### config.mk
export PLATFORM = sky130hd
export DESIGN_NAME = uart_tx_cfg_flat
export DESIGN_NICKNAME = d
export VERILOG_FILES = /design/src/rtl/uart_tx_cfg_if.sv /design/src/rtl/uart_tx_cfg.sv /design/src/flat_wrapper.sv
export SDC_FILE = /design/constraint.sdc
export NUM_CORES = 1
export LEC_CHECK = 0
export CAP_MARGIN = 0
export CORE_MARGIN = 3
export CORE_UTILIZATION = 50
export CTS_BUF_LIST = sky130_fd_sc_hd__clkbuf_8
export DETAILED_ROUTE_END_ITERATION = 10
export PLACE_DENSITY = 0.69
export SLEW_MARGIN = 40
export SYNTH_ARGS = -nofsm -noshare
export SYNTH_HDL_FRONTEND = slang
export SYNTH_SLANG_ARGS = --single-unit
### constraint.sdc
create_clock -name clk -period 1.9 [get_ports clk]
set_input_delay 0.38 -clock clk [delete_from_list [all_inputs] [get_ports clk]]
set_output_delay 0.38 -clock clk [all_outputs]
set_load 0.05 [all_outputs]
### src/rtl/uart_tx_cfg_if.sv
// Valid/ready transmit port of the configurable UART transmitter.
// The sender (master) drives the byte and its valid flag. The transmitter
// (slave) returns ready, the serial line and the frame status flags.
interface uart_tx_cfg_if #(
    parameter int unsigned DATA_BITS = 8
);
    logic                 tx_valid;
    logic                 tx_ready;
    logic [DATA_BITS-1:0] tx_data;
    logic                 tx;
    logic                 busy;
    logic                 frame_done;

    modport master (
        output tx_valid,
        output tx_data,
        input  tx_ready,
        input  tx,
        input  busy,
        input  frame_done
    );

    modport slave (
        input  tx_valid,
        input  tx_data,
        output tx_ready,
        output tx,
        output busy,
        output frame_done
    );
endinterface

### src/rtl/uart_tx_cfg.sv
// UART transmitter with an integrated baud divider.
// The frame format (5-9 data bits, none/odd/even parity, 1-2 stop bits) is
// fixed at elaboration. Data is sent LSB first. Every output is a flop.
// The next-state logic computes the value each output will hold once the
// state changes, so every output changes on the same edge as the state.
module uart_tx_cfg #(
    parameter int unsigned CLK_FREQ  = 100_000_000,
    parameter int unsigned BAUD      = 9600,
    parameter int unsigned DATA_BITS = 8,
    parameter int unsigned PARITY    = 0,
    parameter int unsigned STOP_BITS = 1
) (
    input  logic         clk,
    input  logic         rst_n,
    uart_tx_cfg_if.slave bus
);
    localparam int unsigned CLKS_PER_BIT = CLK_FREQ / BAUD;
    localparam int unsigned CNT_W        = (CLKS_PER_BIT > 2) ? $clog2(CLKS_PER_BIT) : 1;
    localparam logic [CNT_W-1:0] CNT_LAST  = CNT_W'(CLKS_PER_BIT - 1);
    localparam logic [3:0]       DATA_LAST = 4'(DATA_BITS - 1);
    localparam logic [3:0]       STOP_LAST = 4'(STOP_BITS - 1);

    // Elaboration-time legality checks on the frame format and divider.
    generate
        if (CLKS_PER_BIT < 2) begin : g_bad_cpb
            $error("uart_tx_cfg: CLK_FREQ/BAUD must be at least 2");
        end
        if (DATA_BITS < 5 || DATA_BITS > 9) begin : g_bad_data
            $error("uart_tx_cfg: DATA_BITS must be 5..9");
        end
        if (PARITY > 2) begin : g_bad_par
            $error("uart_tx_cfg: PARITY must be 0, 1 or 2");
        end
        if (STOP_BITS < 1 || STOP_BITS > 2) begin : g_bad_stop
            $error("uart_tx_cfg: STOP_BITS must be 1 or 2");
        end
    endgenerate

    typedef enum logic [2:0] {
        S_IDLE   = 3'd0,
        S_START  = 3'd1,
        S_DATA   = 3'd2,
        S_PARITY = 3'd3,
        S_STOP   = 3'd4
    } state_t;

    // The parity bit for a payload: even -> XOR of the bits, odd -> XNOR.
    function automatic logic parity_of(input logic [DATA_BITS-1:0] d);
        logic p;
        p = ^d;
        if (PARITY == 32'd2) begin
            parity_of = p;
        end else if (PARITY == 32'd1) begin
            parity_of = ~p;
        end else begin
            parity_of = 1'b0;
        end
    endfunction

    state_t               state_q, state_d;
    logic [CNT_W-1:0]     cnt_q, cnt_d;
    logic [3:0]           bit_q, bit_d;
    logic [DATA_BITS-1:0] shreg_q, shreg_d;
    logic                 par_q, par_d;
    logic                 tx_q, tx_d;
    logic                 busy_q, busy_d;
    logic                 ready_q, ready_d;
    logic                 done_q, done_d;
    logic                 accept_s;
    logic                 bit_end_s;

    assign accept_s  = bus.tx_valid && ready_q;
    assign bit_end_s = (cnt_q == CNT_LAST);

    // Next-state logic and next values of the registered outputs.
    always_comb begin
        state_d = state_q;
        cnt_d   = cnt_q;
        bit_d   = bit_q;
        shreg_d = shreg_q;
        par_d   = par_q;
        tx_d    = 1'b1;
        busy_d  = 1'b1;
        ready_d = 1'b0;
        done_d  = 1'b0;
        case (state_q)
            S_IDLE: begin
                busy_d  = 1'b0;
                ready_d = 1'b1;
                if (accept_s) begin
                    state_d = S_START;
                    cnt_d   = '0;
                    bit_d   = 4'd0;
                    shreg_d = bus.tx_data;
                    par_d   = parity_of(bus.tx_data);
                    tx_d    = 1'b0;
                    busy_d  = 1'b1;
                    ready_d = 1'b0;
                end else begin
                    state_d = S_IDLE;
                end
            end
            S_START: begin
                tx_d = 1'b0;
                if (bit_end_s) begin
                    cnt_d   = '0;
                    bit_d   = 4'd0;
                    state_d = S_DATA;
                    tx_d    = shreg_q[0];
                end else begin
                    cnt_d = cnt_q + 1'b1;
                end
            end
            S_DATA: begin
                tx_d = shreg_q[0];
                if (bit_end_s) begin
                    cnt_d   = '0;
                    shreg_d = {1'b0, shreg_q[DATA_BITS-1:1]};
                    if (bit_q == DATA_LAST) begin
                        bit_d = 4'd0;
                        if (PARITY != 32'd0) begin
                            state_d = S_PARITY;
                            tx_d    = par_q;
                        end else begin
                            state_d = S_STOP;
                            tx_d    = 1'b1;
                        end
                    end else begin
                        bit_d = bit_q + 4'd1;
                        tx_d  = shreg_q[1];
                    end
                end else begin
                    cnt_d = cnt_q + 1'b1;
                end
            end
            S_PARITY: begin
                tx_d = par_q;
                if (bit_end_s) begin
                    cnt_d   = '0;
                    bit_d   = 4'd0;
                    state_d = S_STOP;
                    tx_d    = 1'b1;
                end else begin
                    cnt_d = cnt_q + 1'b1;
                end
            end
            S_STOP: begin
                tx_d = 1'b1;
                if (bit_end_s) begin
                    cnt_d = '0;
                    if (bit_q == STOP_LAST) begin
                        // Last stop cycle: land in IDLE already announcing completion.
                        bit_d   = 4'd0;
                        state_d = S_IDLE;
                        busy_d  = 1'b0;
                        ready_d = 1'b1;
                        done_d  = 1'b1;
                    end else begin
                        bit_d = bit_q + 4'd1;
                    end
                end else begin
                    cnt_d = cnt_q + 1'b1;
                end
            end
            default: begin
                state_d = S_IDLE;
                cnt_d   = '0;
                bit_d   = 4'd0;
                busy_d  = 1'b0;
            end
        endcase
    end

    // State, counters, payload and output flops; reset abandons any frame.
    always_ff @(posedge clk or negedge rst_n) begin
        if (!rst_n) begin
            state_q <= S_IDLE;
            cnt_q   <= '0;
            bit_q   <= 4'd0;
            shreg_q <= '0;
            par_q   <= 1'b0;
            tx_q    <= 1'b1;
            busy_q  <= 1'b0;
            ready_q <= 1'b0;
            done_q  <= 1'b0;
        end else begin
            state_q <= state_d;
            cnt_q   <= cnt_d;
            bit_q   <= bit_d;
            shreg_q <= shreg_d;
            par_q   <= par_d;
            tx_q    <= tx_d;
            busy_q  <= busy_d;
            ready_q <= ready_d;
            done_q  <= done_d;
        end
    end

    assign bus.tx         = tx_q;
    assign bus.busy       = busy_q;
    assign bus.tx_ready   = ready_q;
    assign bus.frame_done = done_q;
endmodule

### src/flat_wrapper.sv
// flat-port wrapper written by rule: the top's interface ports become plain ports
module uart_tx_cfg_flat 
#(
    parameter int unsigned CLK_FREQ  = 100_000_000,
    parameter int unsigned BAUD      = 9600,
    parameter int unsigned DATA_BITS = 8,
    parameter int unsigned PARITY    = 0,
    parameter int unsigned STOP_BITS = 1
)
  (clk, rst_n, bus_tx_valid, bus_tx_data, bus_tx_ready, bus_tx, bus_busy, bus_frame_done);
  uart_tx_cfg_if #(.DATA_BITS(DATA_BITS)) bus_i ();
  input  logic clk;
  input  logic rst_n;
  input wire logic [$bits(bus_i.tx_valid)-1:0] bus_tx_valid;
  input wire logic [$bits(bus_i.tx_data)-1:0] bus_tx_data;
  output wire logic [$bits(bus_i.tx_ready)-1:0] bus_tx_ready;
  output wire logic [$bits(bus_i.tx)-1:0] bus_tx;
  output wire logic [$bits(bus_i.busy)-1:0] bus_busy;
  output wire logic [$bits(bus_i.frame_done)-1:0] bus_frame_done;
  assign bus_i.tx_valid = bus_tx_valid;
  assign bus_i.tx_data = bus_tx_data;
  assign bus_tx_ready = bus_i.tx_ready;
  assign bus_tx = bus_i.tx;
  assign bus_busy = bus_i.busy;
  assign bus_frame_done = bus_i.frame_done;
  uart_tx_cfg #(.CLK_FREQ(CLK_FREQ), .BAUD(BAUD), .DATA_BITS(DATA_BITS), .PARITY(PARITY), .STOP_BITS(STOP_BITS)) u_core (.clk(clk), .rst_n(rst_n), .bus(bus_i));
endmodule
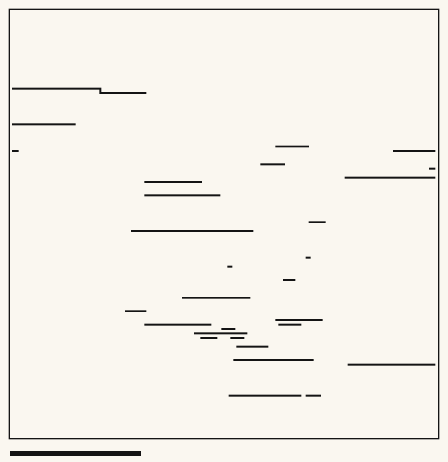
(the metal 3 layer)
Bar = 20 µm.
main direction: horizontal
longest straight run: 18.4 µm
share of all routed wire: 4.3%

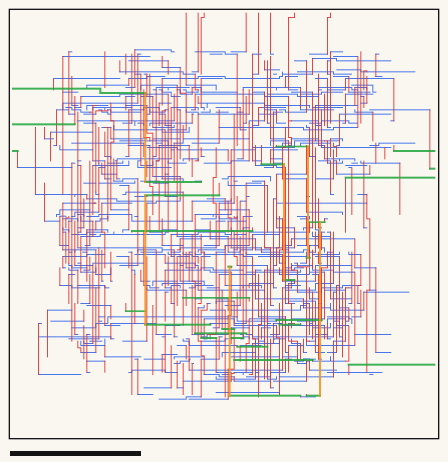
(signal wires by layer)
Bar = 20 µm.
[orange] M4 | wire length: 114 µm
[green] M3 | wire length: 192 µm
[red] M2 | wire length: 2240 µm
[blue] M1 | wire length: 1950 µm
aggregate routed wire length: 4500 µm
DR WL/cell: 16.5 µm

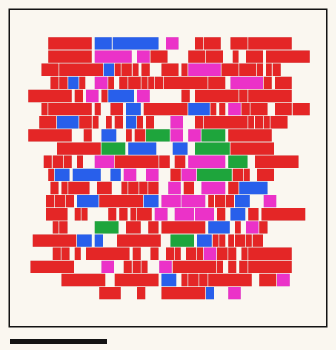
(sizing map)
Bar = 20 µm.
[green] x6 and larger | cells: 8 | share: 3.5% | most used: clkbuf_8
[red] x1 and smaller | cells: 164 | share: 72% | most used: dfrtp_1
[blue] x2 | cells: 26 | share: 11% | most used: a21oi_2
[magenta] x3 and x4 | cells: 31 | share: 14% | most used: buf_4

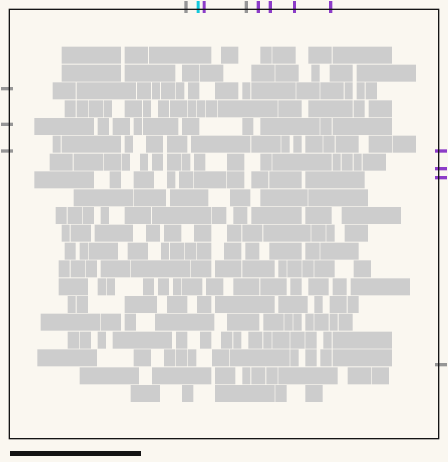
(I/O pins on the die edge)
Bar = 20 µm. Pins as bars across the die edge, other pins in gray.
[cyan] bus_tx_ready | pins: 1 | direction: output | edge: top
[purple] bus_tx_data | pins: 8 | direction: input | edge: 5 top, 3 right
all pins by edge: 8 top, 4 right, 3 left

[Yosys cell counts, drive strengths merged (2+ instances only)]
master	number
a21oi	12
a31oi	10
a41oi	2
buf	6
clkbuf	4
dfrtp	32
ha	3
inv	5
mux2i	7
nand2	31
nand3	14
nand4	3
nor2	12
nor3	3
nor3b	2
nor4	3
o21ai	22
or3	4
or4b	2
xor2	3
[kinds of logic (layout without fill, tap and decap cells)]
logic type | count (synthesis) | after routing | synth area share (%)
simple gates | 79 | 81 | 22.6
xor+xnor | 3 | 3 | 1.49
mux | 7 | 7 | 3.97
compound gates | 53 | 54 | 18.4
flops | 33 | 33 | 46.9
buf+inv | 15 | 48 | 4.47
fa+ha+maj | 3 | 3 | 2.13
==> results.cfg <==
; physical design summary
[layout]
nonClkBufAreaFrac_pct = 13.8
logic_gates = 148
clock_area_share_pct = 3.55
synthToLayoutAreaGrowth_pct = 32.0
antenna_cells = 0
drive_gt1_share_pct = 28.4
register_area_um2 = 827
largest_reg_flops = 14
final_cell_mix = dfrtp_1 (32), nand2_1 (27), buf_4 (20)
postLayoutCoreUtil_pct = 72.7
reg_top3 = u_core.cnt_q (14), u_core.shreg_q (8), u_core.bit_q (4)
nonClockInverterCount = 5
buffers = 35
clockBufferCount = 5
instances_no_fill = 273
final_cell_area_mm2 = 0.00233
top_register = u_core.cnt_q
largest_class = multi-input combinational cells

[clock_tree]
path_clk_slew_ns = 0.07
cts_resized = 3
clk_latency_ns = 0.27
cts_tree = done
cts_hold_buf = 0
htreeDepth = 2
cts_buffer_depth = 2

[detailed_routing]
ant_nets = 0
m1WireLength_um = 1950
drt_iter0_drc = 156
highest_layer = met4
met2_length_um = 2240
vias_per_cell = 6.03
wl_met3_um = 191

[power]
swShare_pct = 20.8
top_power_group = registers
ir_worst_vdd_uv = 490
p_clk_uw = 484
pg_seq_uw = 703
p_leak_uw = 0.00103
p_comb_share_pct = 3.3
p_int_uw = 972
seq_power_share_pct = 57.3

[grt]
grt_use_met2_pct = 35.3
grt_util_met1_pct = 25.7
globalRouteMet3Util_pct = 5.13
busiest_layer = met2
grt_pass1_wl_um = 6860
overflow = 0

[setup_path]
crit_path_end_kind = flop
path_cells = or4b_4, nor4_4, buf_6, buf_12, nor2_4, a211oi_2, a21oi_2
crit_cells = 7
cp_top_family = simple AND/OR/NAND/NOR gates
startpoint = u_core.cnt_q[6]$_DFFE_PN0N_
crit_path_max_fanout = 6
critPathLaunchType = flop
ff2ff_setup_slack_ns = -0.02
crit_type = flop to flop

[synthesis]
syn_area_per_cell_um2 = 9.14
ys_area_mm2 = 0.00176
netlist.area_leader.share_pct = 45.4
area_leaders = dfrtp_1 (45%), nand2_1 (6.6%), o21ai_0 (5.7%), mux2i_1 (4.0%), nand3_1 (4.0%)
synth-edff-count = 0
synthCells = 193
ys_cells = 193
async_flop_share_pct = 100

[final_timing]
max_freq_mhz = 522
hold_ws_ns = 0.499
setup_slack_ns = -0.0164
post-route-period-util_pct = 101
drv_slew = 0
tightest_slew_ns = 0.578
finalSetupTns_ns = -0.0164
skew_ns = 0.00539
setup_violations = 1
finalHoldViolations = 0
grt_setup_unrepaired = true

[outcome]
status = finished with violations
violations = negative setup slack

[placement]
placedCellCount = 258
hpwl_um = 2730
gp_congestion = 0.799
port_buffers = 14
pre_cts_ws_ns = -0.0867
dpl_cell_area_mm2 = 0.00203

[floorplan]
rows = 20
die_x_um = 65.4
taps = 44

[hold_path]
holdCritPathClass = input port to asynchronous set/reset pin
